congestion_map.png
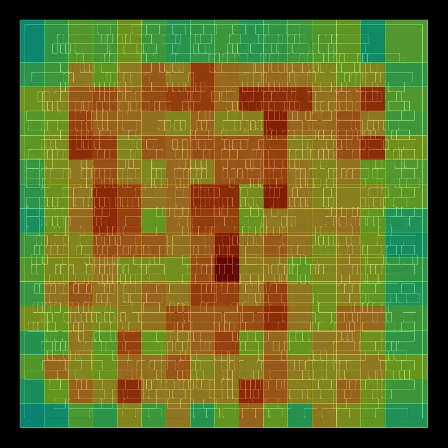
class_map.png
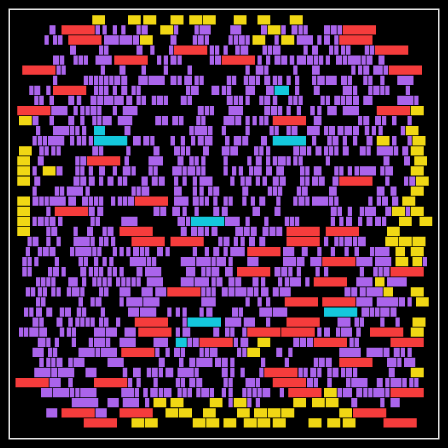
Design cdc_frame_tx_flat, sky130hd; sources not shown.
==> results.sh <==
# implementation run metrics
export IMPL_run_status="complete, no violations"
export IMPL_timing_final_setup_violations=0
export IMPL_power_frac_seq_pct=18.5
export IMPL_drt_first_pass_iters=5
export IMPL_synth_edff_count=0
export IMPL_numClockSinks=54
export IMPL_clock_fmax_mhz=178.8
export IMPL_yosys_register_bits=54
export IMPL_design_portCount=79
export IMPL_grt_ovfl_total=0
export IMPL_async_reset_ff_share_pct=100.0
export IMPL_ff_type="dfrtp_1"
export IMPL_netlist_area_sq_um=6187
export IMPL_final_layout_top_logic_cells="nand2_1 (330), inv_1 (128), nor2_1 (82), nand3_1 (81), clkdlybuf4s50_1 (78)"
export IMPL_worstHoldPathType="reg -> reg"
export IMPL_tritoncts_num_buffers=5
export IMPL_inverters=139
export IMPL_startpoint_type="input pin"
export IMPL_finalClockSkew_ps=5.769
export IMPL_power_density_cell_area_nw_per_um2=338.8
export IMPL_chip_area_sq_um=13350
export IMPL_area_leaders="dfrtp_1 (22%), nand2_1 (20%), ha_1 (8.3%)"
export IMPL_layout_nets=1160
export IMPL_bufAreaShareNonClock_pct=11.18
export IMPL_timing_final_crit_period_ps=5593
export IMPL_powerClk_mw=0.236
export IMPL_synth_warning_count=0
export IMPL_core_util_at_fp_pct=49.23
export IMPL_multi_input_gates=794
export IMPL_layout_sequential_cell_count=54
export IMPL_cts_repair_resized=0
export IMPL_seq_power_mw=0.454
export IMPL_clock_tree_htree_level_count=2
export IMPL_wire_length_of_the_first_global_routing_pass_um=31210
export IMPL_rsz0062_at_grt="no"
export IMPL_post_synth_top_count_cell="nand2_1"
export IMPL_gp_routability_congestion=0.9512
export IMPL_fa_ha_area_share_pct=8.615
export IMPL_synth_area_per_cell_sq_um=6.120
export IMPL_worst_slew_pin_slew_ps=968.6
Back to the opening pictures, congestion_map.png:
routing layer with the top usage in global route: met2
met2 usage: 46.67%
per-cell routed wire length: 15.74 um
met3 track demand over resource in global routing: 5.387%

Back to the opening pictures, class_map.png:
legend:
  cyan:
    class: clock drivers and dummy loads
    cells: 8
    share_of_their_area: 2.2%
  purple:
    class: remaining logic cells
    cells: 933
    share_of_their_area: 67%
  red:
    class: sequential cells
    cells: 54
    share_of_their_area: 19%
  yellow:
    class: remaining buffers and delay cells
    cells: 82
    share_of_their_area: 12%
Cell Rows: 41
Final Cell Area: 7252 sq um

